## src/rtl/rca_seq_nb_pkg.sv

```systemverilog
// Shared types and default parameters for the digit-serial ripple-carry adder.
package rca_pkg;

    typedef enum logic [1:0] {
        IDLE = 2'd0,
        RUN  = 2'd1,
        DONE = 2'd2
    } state_t;

    localparam int DEF_WIDTH    = 16;
    localparam int DEF_DIGIT    = 4;
    localparam int DEF_LOA_BITS = 4;

endpackage

```

## src/rtl/rca_seq_nb_digit.sv

```systemverilog
// Combinational DIGIT-bit ripple-carry slice, reused once per cycle by the top.
module rca_digit #(
    parameter int DIGIT = 4
) (
    input  logic [DIGIT-1:0] a,
    input  logic [DIGIT-1:0] b,
    input  logic             cin,
    output logic [DIGIT-1:0] s,
    output logic             cout
);

    logic [DIGIT:0] c;

    always_comb begin
        c[0] = cin;
        for (int i = 0; i < DIGIT; i++) begin
            s[i]   = a[i] ^ b[i] ^ c[i];
            c[i+1] = (a[i] & b[i]) | (c[i] & (a[i] ^ b[i]));
        end
        cout = c[DIGIT];
    end

endmodule

```

## src/rtl/rca_seq_nb.sv

```systemverilog
// Digit-serial adder: one DIGIT-bit slice per cycle, LSB digit first.
// Optional RCA_SEQ_LOA_EN replaces the low LOA_BITS with an OR-based approximate adder.
// Handshake: a transfer happens on a rising edge where valid and ready are both 1;
// in_ready is combinational (IDLE, or DONE with out_ready) so DONE can hand over and capture on one edge.
module rca_seq_nb
    import rca_pkg::*;
#(
    parameter int WIDTH    = DEF_WIDTH,
    parameter int DIGIT    = DEF_DIGIT,
    parameter int LOA_BITS = DEF_LOA_BITS
) (
    input  logic             clk,
    input  logic             rst,
    input  logic [WIDTH-1:0] in0,
    input  logic [WIDTH-1:0] in1,
    input  logic             in2,
    input  logic             in_valid,
    output logic             in_ready,
    output logic [WIDTH:0]   out0,
    output logic             out_valid,
    input  logic             out_ready,
    output state_t           dbg_state
);

    localparam int NCYC = WIDTH / DIGIT;
    localparam int CW   = (NCYC > 1) ? $clog2(NCYC) : 1;

    state_t           state_q;
    logic [CW-1:0]    cnt_q;
    logic             carry_q;
    logic [WIDTH-1:0] a_q, b_q, sum_q;

    logic [DIGIT-1:0] a_dig, b_dig, s_ex, s_sel;
    logic             c_ex, c_sel;
    logic [WIDTH-1:0] sum_nx;
    logic             capture, carry_init;

    assign in_ready  = (state_q == IDLE) || ((state_q == DONE) && out_ready);
    assign capture   = in_valid && in_ready;
    assign dbg_state = state_q;

`ifdef RCA_SEQ_LOA_EN
    localparam int LOA_DIG = LOA_BITS / DIGIT;
    assign carry_init = (LOA_DIG > 0) ? 1'b0 : in2;
`else
    assign carry_init = in2;
`endif

    always_comb begin
        a_dig = a_q[int'(cnt_q)*DIGIT +: DIGIT];
        b_dig = b_q[int'(cnt_q)*DIGIT +: DIGIT];
    end

    rca_digit #(.DIGIT(DIGIT)) u_digit (
        .a    (a_dig),
        .b    (b_dig),
        .cin  (carry_q),
        .s    (s_ex),
        .cout (c_ex)
    );

    // Low digits become a plain OR; the top low digit's MSB AND seeds the exact part.
    always_comb begin
        s_sel = s_ex;
        c_sel = c_ex;
`ifdef RCA_SEQ_LOA_EN
        if (int'(cnt_q) < LOA_DIG) begin
            s_sel = a_dig | b_dig;
            c_sel = (int'(cnt_q) == LOA_DIG - 1) ? (a_dig[DIGIT-1] & b_dig[DIGIT-1]) : 1'b0;
        end
`endif
        sum_nx = sum_q;
        sum_nx[int'(cnt_q)*DIGIT +: DIGIT] = s_sel;
    end

    always_ff @(posedge clk or posedge rst) begin
        if (rst) begin
            state_q   <= IDLE;
            cnt_q     <= '0;
            carry_q   <= 1'b0;
            a_q       <= '0;
            b_q       <= '0;
            sum_q     <= '0;
            out0      <= '0;
            out_valid <= 1'b0;
        end else begin
            case (state_q)
                RUN: begin
                    carry_q <= c_sel;
                    sum_q   <= sum_nx;
                    cnt_q   <= cnt_q + 1'b1;
                    if (cnt_q == CW'(NCYC - 1)) begin
                        out0      <= {c_sel, sum_nx};
                        out_valid <= 1'b1;
                        state_q   <= DONE;
                    end
                end
                DONE: begin
                    if (out_ready) begin
                        out_valid <= 1'b0;
                        state_q   <= IDLE;
                    end
                end
                default: ;
            endcase
            // Capture overrides the DONE->IDLE exit for zero-bubble back-to-back transfers.
            if (capture) begin
                a_q     <= in0;
                b_q     <= in1;
                carry_q <= carry_init;
                cnt_q   <= '0;
                state_q <= RUN;
            end
        end
    end

endmodule

```

## config.mk

```make
export PLATFORM = sky130hd
export DESIGN_NAME = rca_seq_nb
export DESIGN_NICKNAME = d
export VERILOG_FILES = /design/src/rtl/rca_seq_nb_pkg.sv /design/src/rtl/rca_seq_nb_digit.sv /design/src/rtl/rca_seq_nb.sv
export SDC_FILE = /design/constraint.sdc
export NUM_CORES = 1
export LEC_CHECK = 0
export ABC_AREA = 1
export CAP_MARGIN = 5
export CORE_ASPECT_RATIO = 0.5
export CORE_MARGIN = 2
export CORE_UTILIZATION = 55
export CTS_CLUSTER_DIAMETER = 150
export CTS_CLUSTER_SIZE = 12
export DETAILED_ROUTE_END_ITERATION = 16
export PLACE_DENSITY = 0.82
export SYNTH_ARGS = -nofsm -noshare
export SYNTH_HDL_FRONTEND = slang
export SYNTH_SLANG_ARGS = --single-unit
```

## constraint.sdc

```tcl
create_clock -name clk -period 8.4 [get_ports clk]
set_input_delay 2.52 -clock clk [delete_from_list [all_inputs] [get_ports clk]]
set_output_delay 2.52 -clock clk [all_outputs]
set_load 0.005 [all_outputs]
```

Fig. 1: run 1, routing congestion map
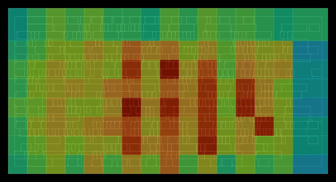
met1 Resource Use GR: 30.9%
GRT Overall Usage: 24.1%
Most Used Layer, Global Route: met2
per-cell routed wire length: 12.6 µm

Fig. 2: run 1, met3 routing
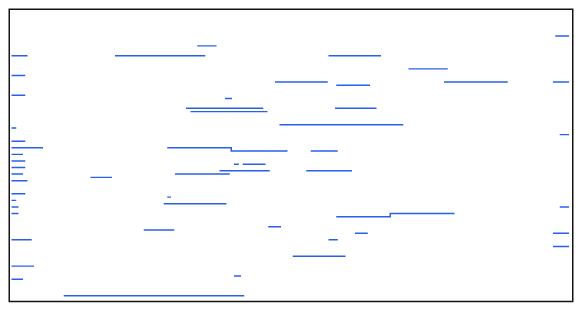
nets with wire on the layer = 40
wire length on this layer = 366 µm

==> flow_metrics.env, run 1 <==
# implementation run metrics
export IMPL_ys_top_logic_family="simple AND/OR/NAND/NOR gates"
export IMPL_taps=88
export IMPL_drc=0
export IMPL_worst_pin_slew_ns=0.897
export IMPL_insertion_delay_ns=0.33
export IMPL_r2r_cells=15
export IMPL_largest_register_ffs=17
export IMPL_final_cell_mix="242 x nand2_1, 71 x dfrtp_1, 57 x clkdlybuf4s50_1"
export IMPL_stdcell_count=593
export IMPL_clock_fmax_mhz=160
export IMPL_num_io_pins=58
export IMPL_slowest_stage="clkdlybuf4s50_1"
export IMPL_p_sw_share_pct=21.5
export IMPL_min_from="out0[5]"
export IMPL_grtUsageMet3_pct=7.20
export IMPL_crit_family="buffers and inverters"
export IMPL_top_cells_by_count="242 x nand2_1, 71 x dfrtp_1, 30 x inv_1"
export IMPL_p_comb_uw=49.2
export IMPL_dieArea_um2=6990
export IMPL_ys_sh_mux_pct=0
export IMPL_place_congestion=0.824
export IMPL_xor_area_share_pct=0
export IMPL_ys_async_sr_fraction_pct=100
export IMPL_placed_area_um2=4030
export IMPL_p_int_uw=589
export IMPL_cts_tree="yes"
export IMPL_dp_cells=577
export IMPL_pwr_share_clk_pct=46.2
export IMPL_cpPeakStageDelay_ns=0.48
export IMPL_yosys_warnings=0
export IMPL_fp_util_pct=57.0
export IMPL_top_cell_area_share_pct=51.3
export IMPL_timing_final_max_slew_violations=0
export IMPL_post_cts_buffers=0
export IMPL_bufAreaShareNonClock_pct=13.4
export IMPL_largestClassByArea="sequential cells"
export IMPL_p_clk_uw=346
export IMPL_regMostFlops="out0"
export IMPL_cts_root_buffer="clkbuf_16"
export IMPL_clk_share_pct=6.42
export IMPL_dr_wl_met2_um=3510
export IMPL_yosysCellCount=448
export IMPL_ys_types=21
export IMPL_yosysMostFrequentCell="nand2_1"
export IMPL_wl_met1_um=3450
export IMPL_flops=71
export IMPL_post_route_util_pct=70.9
export IMPL_r2r_start="cnt_q[0]"
export IMPL_antenna_found_initial=0
export IMPL_fin_ws_ns=2.17
export IMPL_synthAoiAreaFrac_pct=4.41
export IMPL_drv_cap=0
export IMPL_path_class="input pin to output port"
export IMPL_warnings=31
export IMPL_ys_seq_share_pct=51.3
export IMPL_grt_max_degree=72
export IMPL_drt_pre_antenna_iters=4
export IMPL_cp_max_fo=3
export IMPL_first_global_vias=2765
export IMPL_worst_setup_path_end_kind="output port"
export IMPL_syn_num_nets=495
export IMPL_setup_viol=0
export IMPL_fin_skew_ns=0.00297
export IMPL_leakagePower_nw=2.31
export IMPL_clockBufferDepth=2
export IMPL_mostFrequentLayoutCell="nand2_1"
export IMPL_design_area_um2=4310
export IMPL_comb_area_share_pct=33.4
export IMPL_min_to="out0[5]"
export IMPL_startpoint="out_ready"
export IMPL_htreeDepth=3
export IMPL_seq_area_um2=1780
export IMPL_cts_resized=0
export IMPL_io_buffers=57
export IMPL_rows=20
export IMPL_power_switching_uw=161
export IMPL_crit_path_start_kind="input pin"
export IMPL_grt_ovfl_total=0
export IMPL_largest_area_cell="dfrtp_1"
export IMPL_synth_edff_count=0
export IMPL_via_per_inst=4.92
export IMPL_logic_gate_count=326
export IMPL_cts_clk_slew_worst_paths_ns=0.05
export IMPL_seq_power_share_pct=47.3
export IMPL_layout_drive_gt1_share_pct=4.75
export IMPL_synth_area_um2=3460
export IMPL_grt_pass1_wl_um=12500
export IMPL_status="finished, final reports clean"
export IMPL_logic_area_um2=1440
export IMPL_critPathArrivalTime_ns=3.71
export IMPL_holdPathStages=2
export IMPL_rsz0062_at_grt="no"
export IMPL_num_antenna_cells=0
export IMPL_drtIter0Drc=151
export IMPL_pre_cts_ws_ns=2.17
export IMPL_fin_hold_ws_ns=0.474
export IMPL_period_needed_ns=6.23
export IMPL_met3_length_um=365
export IMPL_sh_seq_area_pct=41.2
export IMPL_ff_type="dfrtp_1"
export IMPL_ir_worst_vdd_mv=0.122
export IMPL_cp_endpoint="in_ready"
export IMPL_area_growth_pct=24.4
export IMPL_fillers=487
export IMPL_area_leaders="dfrtp_1 51%, nand2_1 26%, nand3_1 3.6%"
export IMPL_path_buffers=4
export IMPL_die_x_um=116
export IMPL_dp_hpwl_um=4750
export IMPL_maxSlewHeadroom_pct=40.2
export IMPL_syn_instance_count=448
export IMPL_ys_chip_area_um2=3460
Fig. 3: run 1, signal wires on met2
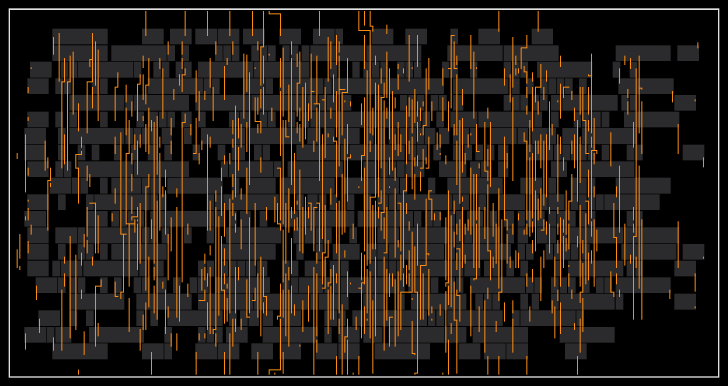
nets with wire on the layer = 420
main direction = vertical
wire length on this layer = 3,510 µm
share of all routed wire = 47%
vias: 2,919
Detailed Route WL: 7450 µm
grt met2 use: 38.4%

==> inputs of run 2 (changes only) <==
--- a/config.mk
+++ b/config.mk
@@ -9,11 +9,11 @@
 export CAP_MARGIN = 5
 export CORE_ASPECT_RATIO = 0.5
 export CORE_MARGIN = 2
-export CORE_UTILIZATION = 55
+export CORE_UTILIZATION = 53
 export CTS_CLUSTER_DIAMETER = 150
 export CTS_CLUSTER_SIZE = 12
 export DETAILED_ROUTE_END_ITERATION = 16
-export PLACE_DENSITY = 0.82
+export PLACE_DENSITY = 0.8
 export SYNTH_ARGS = -nofsm -noshare
 export SYNTH_HDL_FRONTEND = slang
 export SYNTH_SLANG_ARGS = --single-unit
==> constraint.sdc (replaced) <==
create_clock -name clk -period 6.14 [get_ports clk]
set_input_delay 1.842 -clock clk [delete_from_list [all_inputs] [get_ports clk]]
set_output_delay 1.842 -clock clk [all_outputs]
set_load 0.005 [all_outputs]
Fig. 4: run 2, signal wires on met2
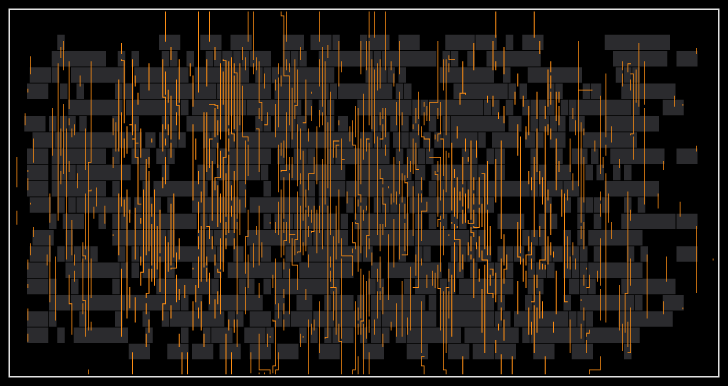
grt met2 use: 39.8%
Detailed Route WL: 7260 µm

==> run 2 against run 1 <==
  * Die size increased by 3.6%
  * Clock-buffer cell count is the same
  * Routed wire length shrank 2.6%
  * Largest power group is now the clock network
==> flow_metrics.env, run 2 <==
# implementation run metrics
export IMPL_status="finished, final reports clean"
export IMPL_top_usage_layer="met2"
export IMPL_cp_endpoint="in_ready"
export IMPL_synthAoiAreaFrac_pct=4.41
export IMPL_maxSlewHeadroom_pct=40.9
export IMPL_power_switching_uw=226
export IMPL_first_global_vias=2844
export IMPL_path_buffers=4
export IMPL_synth_area_um2=3460
export IMPL_final_cell_mix="242 x nand2_1, 71 x dfrtp_1, 57 x clkdlybuf4s50_1"
export IMPL_path_class="input pin to output port"
export IMPL_dr_wl_met2_um=3340
export IMPL_leakagePower_nw=2.31
export IMPL_post_route_util_pct=70.0
export IMPL_via_count=2919
export IMPL_logic_area_um2=1440
export IMPL_ys_sh_mux_pct=0
export IMPL_area_leaders="dfrtp_1 51%, nand2_1 26%, nand3_1 3.6%"
export IMPL_startpoint="out_ready"
export IMPL_cts_clk_slew_worst_paths_ns=0.05
export IMPL_largest_area_cell="dfrtp_1"
export IMPL_mostFrequentLayoutCell="nand2_1"
export IMPL_num_io_pins=58
export IMPL_post_cts_buffers=0
export IMPL_rsz0062_at_grt="no"
export IMPL_antenna_left=0
export IMPL_largestClassByArea="sequential cells"
export IMPL_antenna_found_initial=0
export IMPL_stdcell_count=593
export IMPL_pre_cts_ws_ns=1.28
export IMPL_grt_ovfl_total=0
export IMPL_r2r_start="cnt_q[0]"
export IMPL_cts_tree="yes"
export IMPL_clock_fmax_mhz=206
export IMPL_dp_cells=577
export IMPL_seq_power_share_pct=45.6
export IMPL_cpPeakStageDelay_ns=0.49
export IMPL_area_growth_pct=24.8
export IMPL_die_x_um=118
export IMPL_regMostFlops="out0"
export IMPL_ys_chip_area_um2=3460
export IMPL_insertion_delay_ns=0.34
export IMPL_dieArea_um2=7240
export IMPL_ir_worst_vdd_mv=0.129
export IMPL_holdPathStages=2
export IMPL_grtUsageMet3_pct=7.22
export IMPL_ys_top_logic_family="simple AND/OR/NAND/NOR gates"
export IMPL_p_int_uw=836
export IMPL_p_clk_uw=510
export IMPL_dp_hpwl_um=4970
export IMPL_yosysMostFrequentCell="nand2_1"
export IMPL_design_area_um2=4330
export IMPL_ff_type="dfrtp_1"
export IMPL_grt_max_degree=46
export IMPL_crit_path_start_kind="input pin"
export IMPL_sh_seq_area_pct=41.1
export IMPL_via_per_inst=4.92
export IMPL_fin_ws_ns=1.28
export IMPL_wl_met1_um=3410
export IMPL_setup_viol=0
export IMPL_fin_skew_ns=0.00868
export IMPL_top_cells_by_count="242 x nand2_1, 71 x dfrtp_1, 30 x inv_1"
export IMPL_clk_share_pct=6.74
export IMPL_comb_area_share_pct=33.2
export IMPL_met3_length_um=372
export IMPL_ys_seq_share_pct=51.3
export IMPL_warnings=31
export IMPL_fp_util_pct=56.1
export IMPL_top_cell_area_share_pct=51.3
export IMPL_htreeDepth=3
export IMPL_drtIter0Drc=186
export IMPL_logic_gate_count=326
export IMPL_timing_final_max_slew_violations=0
export IMPL_num_antenna_cells=0
export IMPL_bufAreaShareNonClock_pct=13.4
export IMPL_place_congestion=0.838
export IMPL_drc=0
export IMPL_cp_max_fo=3
export IMPL_grtUsageMet1_pct=29.5
export IMPL_rows=20
export IMPL_min_to="a_q[7]"
export IMPL_xor_area_share_pct=0
export IMPL_flops=71
export IMPL_p_sw_share_pct=21.3
export IMPL_synth_edff_count=0
export IMPL_taps=88
export IMPL_seq_area_um2=1780
export IMPL_worst_pin_slew_ns=0.885
export IMPL_p_comb_uw=67.0
export IMPL_cts_root_buffer="clkbuf_16"
export IMPL_layout_drive_gt1_share_pct=4.55
export IMPL_ys_async_sr_fraction_pct=100
export IMPL_cts_resized=0
export IMPL_syn_instance_count=448
Fig. 5: run 2, signal metal coverage by tile
24 x 12 tiles, from dark blue (low) to red (high), scaled to the fullest tile. Values are wire area over tile area, all layers added.
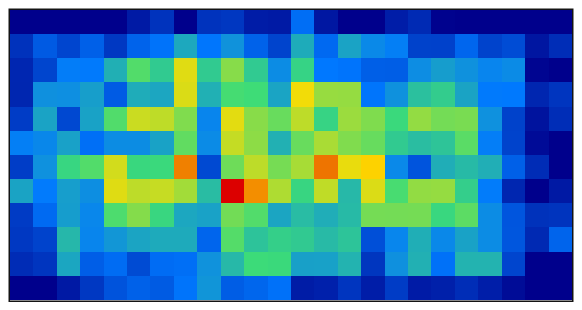
emptiest ninth of the die = north-east
densest ninth of the die = centre
mean over tiles = 0.16
nearly empty tiles = 8.7%
GRT Overall Usage: 23.4%
per-cell routed wire length: 12.2 µm

No activity file was given, so power comes from the tool's default toggle rates.
